--- src/rtl/uart_rx.sv ---
// uart_rx: 8N1 serial receiver with valid/ready byte output and framing/overrun flags.
// Optional feature macro: UART_RX_MAJORITY_EN (2-of-3 majority vote at every sample point).
module uart_rx #(
    parameter int unsigned BAUD_COUNT_WIDTH    = 9,
    parameter int unsigned FULL_BAUD_COUNT_TOP = 434,
    parameter int unsigned HALF_BAUD_COUNT_TOP = 217
) (
    input  logic       clk,
    input  logic       rst,
    input  logic       serial_dat_in,
    input  logic       rx_ready,
    output logic [7:0] rx_data,
    output logic       rx_valid,
    output logic       rx_busy,
    output logic       frame_err,
    output logic       overrun_err
);

    localparam logic [BAUD_COUNT_WIDTH-1:0] FullLast =
        BAUD_COUNT_WIDTH'(FULL_BAUD_COUNT_TOP - 1);
    localparam logic [BAUD_COUNT_WIDTH-1:0] HalfLast =
        BAUD_COUNT_WIDTH'(HALF_BAUD_COUNT_TOP - 1);

    typedef enum logic [1:0] {StIdle, StStart, StData, StStop} state_e;

    state_e                      state_q, state_d;
    logic [1:0]                  sync_q;
    logic                        prev_q;
    logic [BAUD_COUNT_WIDTH-1:0] cnt_q, cnt_d;
    logic [2:0]                  bit_q, bit_d;
    logic [7:0]                  shift_q, shift_d;
    logic [7:0]                  data_q, data_d;
    logic                        valid_q, valid_d;
    logic                        busy_q, busy_d;
    logic                        ferr_q, ferr_d;
    logic                        oerr_q, oerr_d;
    logic                        line_s;
    logic                        falling;

    // Two-flop synchroniser plus previous-value flop for edge detection; idle level is 1.
    always_ff @(posedge clk or posedge rst) begin
        if (rst) begin
            sync_q <= 2'b11;
            prev_q <= 1'b1;
        end else begin
            sync_q <= {sync_q[0], serial_dat_in};
            prev_q <= sync_q[1];
        end
    end

    assign falling = prev_q & ~sync_q[1];

`ifdef UART_RX_MAJORITY_EN
    logic [1:0] hist_q;

    // Last two synchronised values, so the vote covers count-2, count-1 and count.
    always_ff @(posedge clk or posedge rst) begin
        if (rst) begin
            hist_q <= 2'b11;
        end else begin
            hist_q <= {hist_q[0], sync_q[1]};
        end
    end

    assign line_s = (hist_q[1] & hist_q[0]) | (hist_q[1] & sync_q[1]) |
                    (hist_q[0] & sync_q[1]);
`else
    assign line_s = sync_q[1];
`endif

    // FSM, counters, datapath and registered outputs.
    always_ff @(posedge clk or posedge rst) begin
        if (rst) begin
            state_q <= StIdle;
            cnt_q   <= '0;
            bit_q   <= '0;
            shift_q <= '0;
            data_q  <= '0;
            valid_q <= 1'b0;
            busy_q  <= 1'b0;
            ferr_q  <= 1'b0;
            oerr_q  <= 1'b0;
        end else begin
            state_q <= state_d;
            cnt_q   <= cnt_d;
            bit_q   <= bit_d;
            shift_q <= shift_d;
            data_q  <= data_d;
            valid_q <= valid_d;
            busy_q  <= busy_d;
            ferr_q  <= ferr_d;
            oerr_q  <= oerr_d;
        end
    end

    // Next-state logic: counter clears at every sample point, which is also every state change.
    always_comb begin
        state_d = state_q;
        cnt_d   = cnt_q + 1'b1;
        bit_d   = bit_q;
        shift_d = shift_q;
        data_d  = data_q;
        valid_d = valid_q;
        ferr_d  = 1'b0;
        oerr_d  = 1'b0;

        if (valid_q && rx_ready) begin
            valid_d = 1'b0;
        end

        case (state_q)
            StIdle: begin
                cnt_d = '0;
                if (falling) begin
                    state_d = StStart;
                end
            end
            StStart: begin
                if (cnt_q == HalfLast) begin
                    cnt_d   = '0;
                    bit_d   = '0;
                    // A line back high at mid-start is a glitch: drop it silently.
                    state_d = line_s ? StIdle : StData;
                end
            end
            StData: begin
                if (cnt_q == FullLast) begin
                    cnt_d   = '0;
                    shift_d = {line_s, shift_q[7:1]};
                    bit_d   = bit_q + 3'd1;
                    if (bit_q == 3'd7) begin
                        state_d = StStop;
                    end
                end
            end
            StStop: begin
                if (cnt_q == FullLast) begin
                    cnt_d   = '0;
                    // Leaving mid-stop-bit lets a following start edge be caught with no gap.
                    state_d = StIdle;
                    if (!line_s) begin
                        ferr_d = 1'b1;
                    end else if (!valid_q || rx_ready) begin
                        data_d  = shift_q;
                        valid_d = 1'b1;
                    end else begin
                        oerr_d = 1'b1;
                    end
                end
            end
            default: begin
                state_d = StIdle;
                cnt_d   = '0;
            end
        endcase

        busy_d = (state_d != StIdle);
    end

    assign rx_data     = data_q;
    assign rx_valid    = valid_q;
    assign rx_busy     = busy_q;
    assign frame_err   = ferr_q;
    assign overrun_err = oerr_q;

endmodule

--- config.mk ---
export PLATFORM = sky130hd
export DESIGN_NAME = uart_rx
export DESIGN_NICKNAME = d
export VERILOG_FILES = /design/src/rtl/uart_rx.sv
export SDC_FILE = /design/constraint.sdc
export NUM_CORES = 1
export LEC_CHECK = 0
export ABC_AREA = 1
export CAP_MARGIN = 20
export CORE_ASPECT_RATIO = 0.9
export CORE_MARGIN = 8
export CORE_UTILIZATION = 60
export DETAILED_ROUTE_END_ITERATION = 8
export PLACE_DENSITY = 0.83
export SLEW_MARGIN = 30
export SYNTH_ARGS = -nofsm -noshare
export SYNTH_HDL_FRONTEND = slang
export SYNTH_SLANG_ARGS = --single-unit
export TNS_END_PERCENT = 20
--- constraint.sdc ---
create_clock -name clk -period 4.05 [get_ports clk]
set_clock_uncertainty 0.1 [all_clocks]
set_input_delay 1.215 -clock clk [delete_from_list [all_inputs] [get_ports clk]]
set_output_delay 1.215 -clock clk [all_outputs]
set_load 0.05 [all_outputs]
**Run 1: cells by drive strength**

Drawn at 4 px/um.
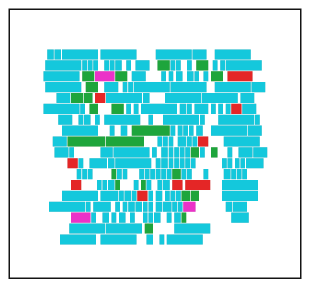
| color | size | cells | share | most used |
|---|---|---|---|---|
| green | drive 2 | 23 | 10% | o21ai_2 |
| red | drive 3 to 4 | 9 | 4.1% | clkbuf_4 |
| cyan | drive 1 or less | 185 | 84% | nand2_1 |
| magenta | drive 6 and up | 3 | 1.4% | clkbuf_8 |
Final WS setup: 1.19 ns
Final Cell Area: 0.00199 mm^2
Layout area overhead: 15.4%
Non-clk bufs: 17

**Run 1: placed cells, one color a class**

Drawn at 6 px/um.
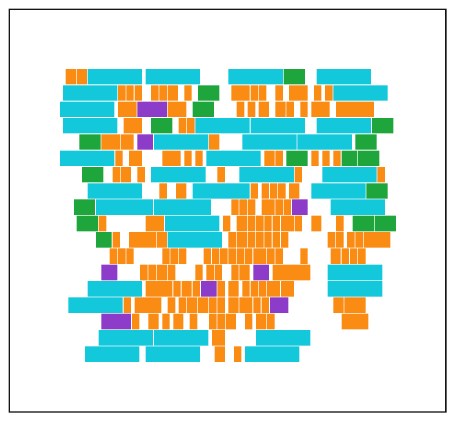
| color | class | cells |
|---|---|---|
| orange | all other logic | 158 |
| purple | clock drivers and dummy loads | 8 |
| cyan | flip-flops | 37 |
| green | other buffers and delay cells | 17 |
final core occ: 0.725
Seq/total area: 0.467
Core ar.: 0.00275 mm^2

==> Changelog: implementation, run 1 <==
### Metrics

- TritonCTS buffer count: 5
- Largest area contributor in the netlist: dfrtp_1
- Top sig layer: met4
- Worst vdd ir: 0.404 mV
- GPL Wtd Cong: 1.02
- Leading power group: registers
- Most frequent cell after synthesis: nand2_1
- WP depth: 1
- CP endpoint: rx_data[4]
- Cell Rows: 18
- Delay-heaviest family, CP: buffers and inverters
- Cts repair resizes: 0
- Yosys stat cell total: 197
- H-tree depth: 2
- Register share of total power: 0.542
- Max reg flops: 9
- Clock tree from TritonCTS: yes
- RR Endpoint: bit_q[1]$_DFFE_PP0P_
- Leak: 0.984 nW
- Gate Count Post-Synth: 197
- CP max stage cell: clkdlybuf4s50_1
- Power share of the combinational group: 0.179
- Fraction of area in multi-input gates: 0.325
- Fill count: 224
- TritonCTS sink count: 37
- Post-place setup slack: 1.53 ns
- P_seq: 0.000436 W
- Pre-antenna DRT Iters: 4
- RSZ-0062 raised after global routing: false
- Setup total negative slack: 0 ns
- Met1 Use GR: 0.178
- Async set-reset flop share out of synthesis: 1.00
- Share of the synthesized area in the top cell type: 0.493
- Clock buffer depth: 2
- Outcome: completed
- Ys Warns: 0
- Hold buffer count at cts: 0
- Total Nets Final: 228
- Grt ovf: 0
- Clk network pwr share: 0.279
- Tap cells: 40
- Drt initial violations: 61
- Synth top area cells: dfrtp_1, nand2_1, inv_1
- Max FO, Critical Path: 2
- Most common library cells after synthesis: nand2_1, dfrtp_1, inv_1, nor2_1, a21oi_1
- Relative slew slack: 0.506
- Signal buf overhead: 0.0829
- Inverter count: 33
- WHS: 0.262 ns
- RR Startpoint: cnt_q[1]$_DFF_PP0_
**Run 1: routed metal per tile**

Drawn at 4 px/um. The die is cut into 15 by 13 equal tiles; dark purple is low, yellow is high, scaled to the fullest tile. Values are wire area over tile area, all layers added.
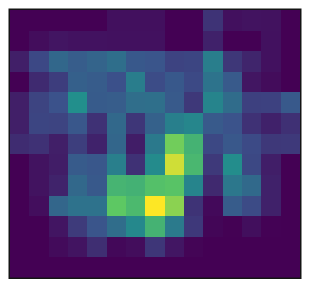
emptiest ninth of the die: bottom right
nearly empty tiles: 27%
fullest tile: 0.59
total number of vias: 1,309
Routed wire per std cell: 12.6 um

**Run 1: M3 wires**

Drawn at 4 px/um. Cells faint in the background.
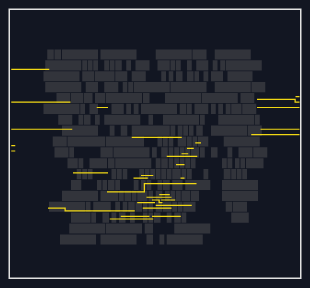
longest straight run: 17.2 um
wire length on this layer: 231 um
nets with wire on the layer: 28
main direction: horizontal
drt total wl: 3270 um
met3 Use GR: 0.0525

--- run 2 (diff from run 1) ---
Settings changed: CORE_UTILIZATION 60 to 56, PLACE_DENSITY 0.83 to 0.78.
Clock period 4.05 ns to 3 ns, I/O delays scaled along.
**Run 2: cells by drive strength**

Drawn at 4 px/um.
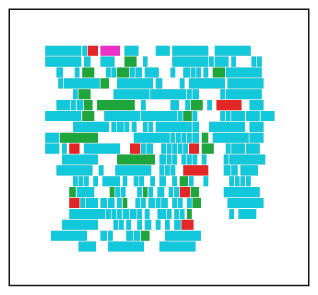
| color | size | cells | share | most used |
|---|---|---|---|---|
| magenta | drive 6 and up | 1 | 0.46% | clkbuf_8 |
| red | drive 3 to 4 | 9 | 4.1% | clkbuf_4 |
| green | drive 2 | 24 | 11% | o21ai_2 |
| cyan | drive 1 or less | 185 | 84% | nand2_1 |
Layout area overhead: 14.6%
Non-clk bufs: 16
Final Cell Area: 0.00198 mm^2
Final WS setup: 0.437 ns

==> Changelog: implementation, run 2 <==
### Metrics

- Delay-heaviest family, CP: buffers and inverters
- Grt ovf: 0 (unchanged)
- RR Startpoint: cnt_q[1]$_DFF_PP0_
- WP depth: 1 (unchanged)
- Largest area contributor in the netlist: dfrtp_1
- Yosys stat cell total: 197 (unchanged)
- Fraction of area in multi-input gates: 0.328 (+0.00226)
- Clock buffer depth: 2 (unchanged)
- Vias in the first global route: 1,327
- DRT met1 WL: 1430 um
- CP endpoint: rx_data[4]
- Clock tree from TritonCTS: yes
- Max FO, Critical Path: 2 (unchanged)
- TritonCTS sink count: 37 (unchanged)
- Synth Area in Simple Gates: 0.250
- Async set-reset flop share out of synthesis: 1.00 (unchanged)
- Final core occ: 0.660 (-0.0646)
- P_seq: 0.000589 W (+35%)
- Outcome: completed
- Clk network pwr share: 0.268 (-0.011)
- Total number of vias: 1,291 (-1.4%)
- Latency at later pin: 0.35 ns
- Core ar.: 0.00300 mm^2 (+9.0%)
- TritonCTS buffer count: 5 (unchanged)
- Post-place setup slack: 0.729 ns (-0.797 ns)
- Setup total negative slack: 0 ns (unchanged)
- RR Endpoint: bit_q[1]$_DFFE_PP0P_
- Cell Rows: 19 (+1)
- H-tree depth: 2 (unchanged)
- Drt initial violations: 44 (-28%)
- Drt total wl: 3260 um (-0.28%)
- Leak: 0.975 nW (-0.86%)
- Clock Root Buffer: clkbuf_4
- Gate Count Post-Synth: 197 (unchanged)
- Pwr Density: 536 mW/mm^2
- Synth top area cells: dfrtp_1, nand2_1, inv_1
- Most frequent cell after synthesis: nand2_1
- Most common library cells after synthesis: nand2_1, dfrtp_1, inv_1, nor2_1, a21oi_1
- GPL Wtd Cong: 0.904 (-11%)
- CP max stage cell: clkdlybuf4s50_1
- Register share of total power: 0.556 (+0.014)
- Pre-antenna DRT Iters: 4 (unchanged)
- Share of the synthesized area in the top cell type: 0.493 (unchanged)
- Relative slew slack: 0.651 (+0.145)
- Inverter count: 33 (unchanged)
- WHS: 0.266 ns (+0.00319 ns)
- Netlist Area Pre-Place: 0.00173 mm^2
- Power share of the combinational group: 0.176 (-0.003)
- Met3 Use GR: 0.0405 (-0.0120)
- Routed wire per std cell: 12.5 um (-0.66%)
- RSZ-0062 raised after global routing: false
- R2r setup slk: 1.29 ns
- Top sig layer: met4
- Largest class: sequential cells
- Worst vdd ir: 0.407 mV (+0.65%)
- Ys Warns: 0 (unchanged)
- Hold buffer count at cts: 0 (unchanged)
- Max reg flops: 9 (unchanged)
**Run 2: placed cells, one color a class**

Drawn at 6 px/um.
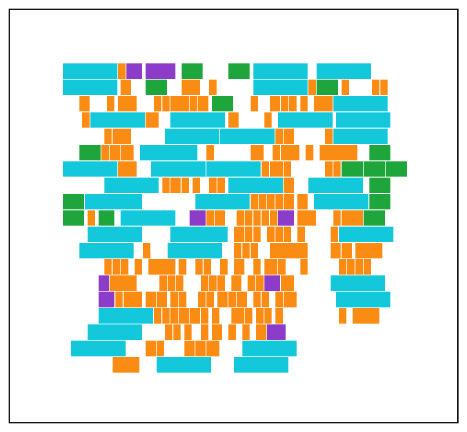

--- run 3 (diff from run 2) ---
Settings changed: CORE_MARGIN 8 to 2.
**Run 3: placed cells, one color a class**

Drawn at 8 px/um.
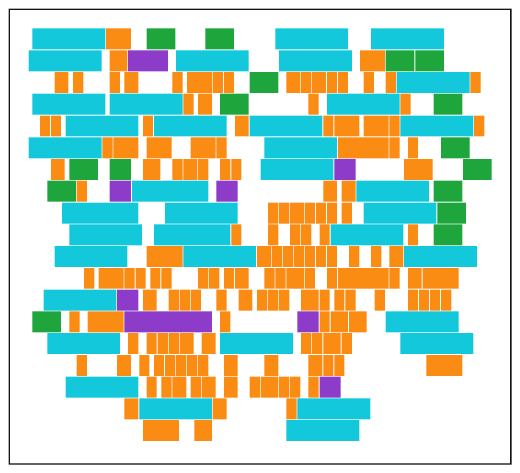
| color | class | cells |
|---|---|---|
| green | other buffers and delay cells | 16 |
| purple | clock drivers and dummy loads | 8 |
| cyan | flip-flops | 37 |
| orange | all other logic | 158 |
Seq/total area: 0.464
Cell Rows: 19
Core ar.: 0.00300 mm^2

==> Changelog: implementation, run 3 <==
### Metrics

- Outcome: completed
- Ys Warns: 0 (unchanged)
- Min-delay src: sync_q[0]$_DFF_PP1_
- Most frequent cell after synthesis: nand2_1
- Pre-antenna DRT Iters: 4 (unchanged)
- GPL Wtd Cong: 0.838 (-7.3%)
- Register share of total power: 0.515 (-0.041)
- Clk network pwr share: 0.319 (+0.051)
- TritonCTS buffer count: 5 (unchanged)
- H-tree depth: 2 (unchanged)
- Gate Count Post-Synth: 197 (unchanged)
- RR Startpoint: cnt_q[1]$_DFF_PP0_
- Layout area overhead: 16.0%
- Relative slew slack: 0.664 (+0.0134)
- Drt total wl: 3120 um (-4.4%)
- WP depth: 1 (unchanged)
- Async set-reset flop share out of synthesis: 1.00 (unchanged)
- Routed wire per std cell: 11.9 um (-4.4%)
- R2r setup slk: 1.31 ns (+0.02 ns)
- Grt ovf: 0 (unchanged)
- Non-clk bufs: 16 (unchanged)
- Pwr Density: 574 mW/mm^2 (+7.2%)
- First-pass GRT wire length: 5440 um
- Max reg flops: 9 (unchanged)
- Vias in the first global route: 1,257 (-5.3%)
- Clock Root Buffer: clkbuf_4
- Power share of the combinational group: 0.167 (-0.009)
- Synth top area cells: dfrtp_1, nand2_1, inv_1
- Drt initial violations: 39 (-11%)
- Netlist Area Pre-Place: 0.00173 mm^2 (unchanged)
- Met2 global-route usage: 0.318
- Clock buffer depth: 2 (unchanged)
- Synth Area in Simple Gates: 0.250 (unchanged)
- Fraction of area in multi-input gates: 0.324 (-0.00389)
- Largest net degree at the start of global routing: 31
- WHS: 0.264 ns (-0.00199 ns)
- DRT met1 WL: 1510 um (+5.4%)
- Leading power group: registers
- Largest area contributor in the netlist: dfrtp_1
- Inverter count: 33 (unchanged)
- Setup total negative slack: 0 ns (unchanged)
- Latency at later pin: 0.35 ns (about the same)
- Hold Crit Class: flop to flop
- Clock tree from TritonCTS: yes
- Met3 Use GR: 0.0621 (+0.0217)
- Final Cell Area: 0.00200 mm^2 (+1.2%)
- Max FO, Critical Path: 2 (unchanged)
- Hold buffer count at cts: 0 (unchanged)
- Delay-heaviest family, CP: buffers and inverters
- Most common library cells after synthesis: nand2_1, dfrtp_1, inv_1, nor2_1, a21oi_1
- Yosys aoi share: 0.0783
- Worst vdd ir: 0.476 mV (+17%)
- Share of the synthesized area in the top cell type: 0.493 (unchanged)
- Crit path kind: flop to primary output
- Leak: 0.982 nW (+0.64%)
- Floorplan net count: 206
- Top sig layer: met4
- Final WS setup: 0.460 ns (+0.0234 ns)
- Post-place setup slack: 0.794 ns (+0.0646 ns)
- Largest class: sequential cells
- CP endpoint: rx_data[0]
- CP max stage cell: clkdlybuf4s50_1
- Req. time, crit path: 2.00 ns
- RSZ-0062 raised after global routing: false
- Total number of vias: 1,299 (+0.62%)
- Final core occ: 0.668 (+0.00794)
- TritonCTS sink count: 37 (unchanged)
No activity file was given, so power comes from the tool's default toggle rates.
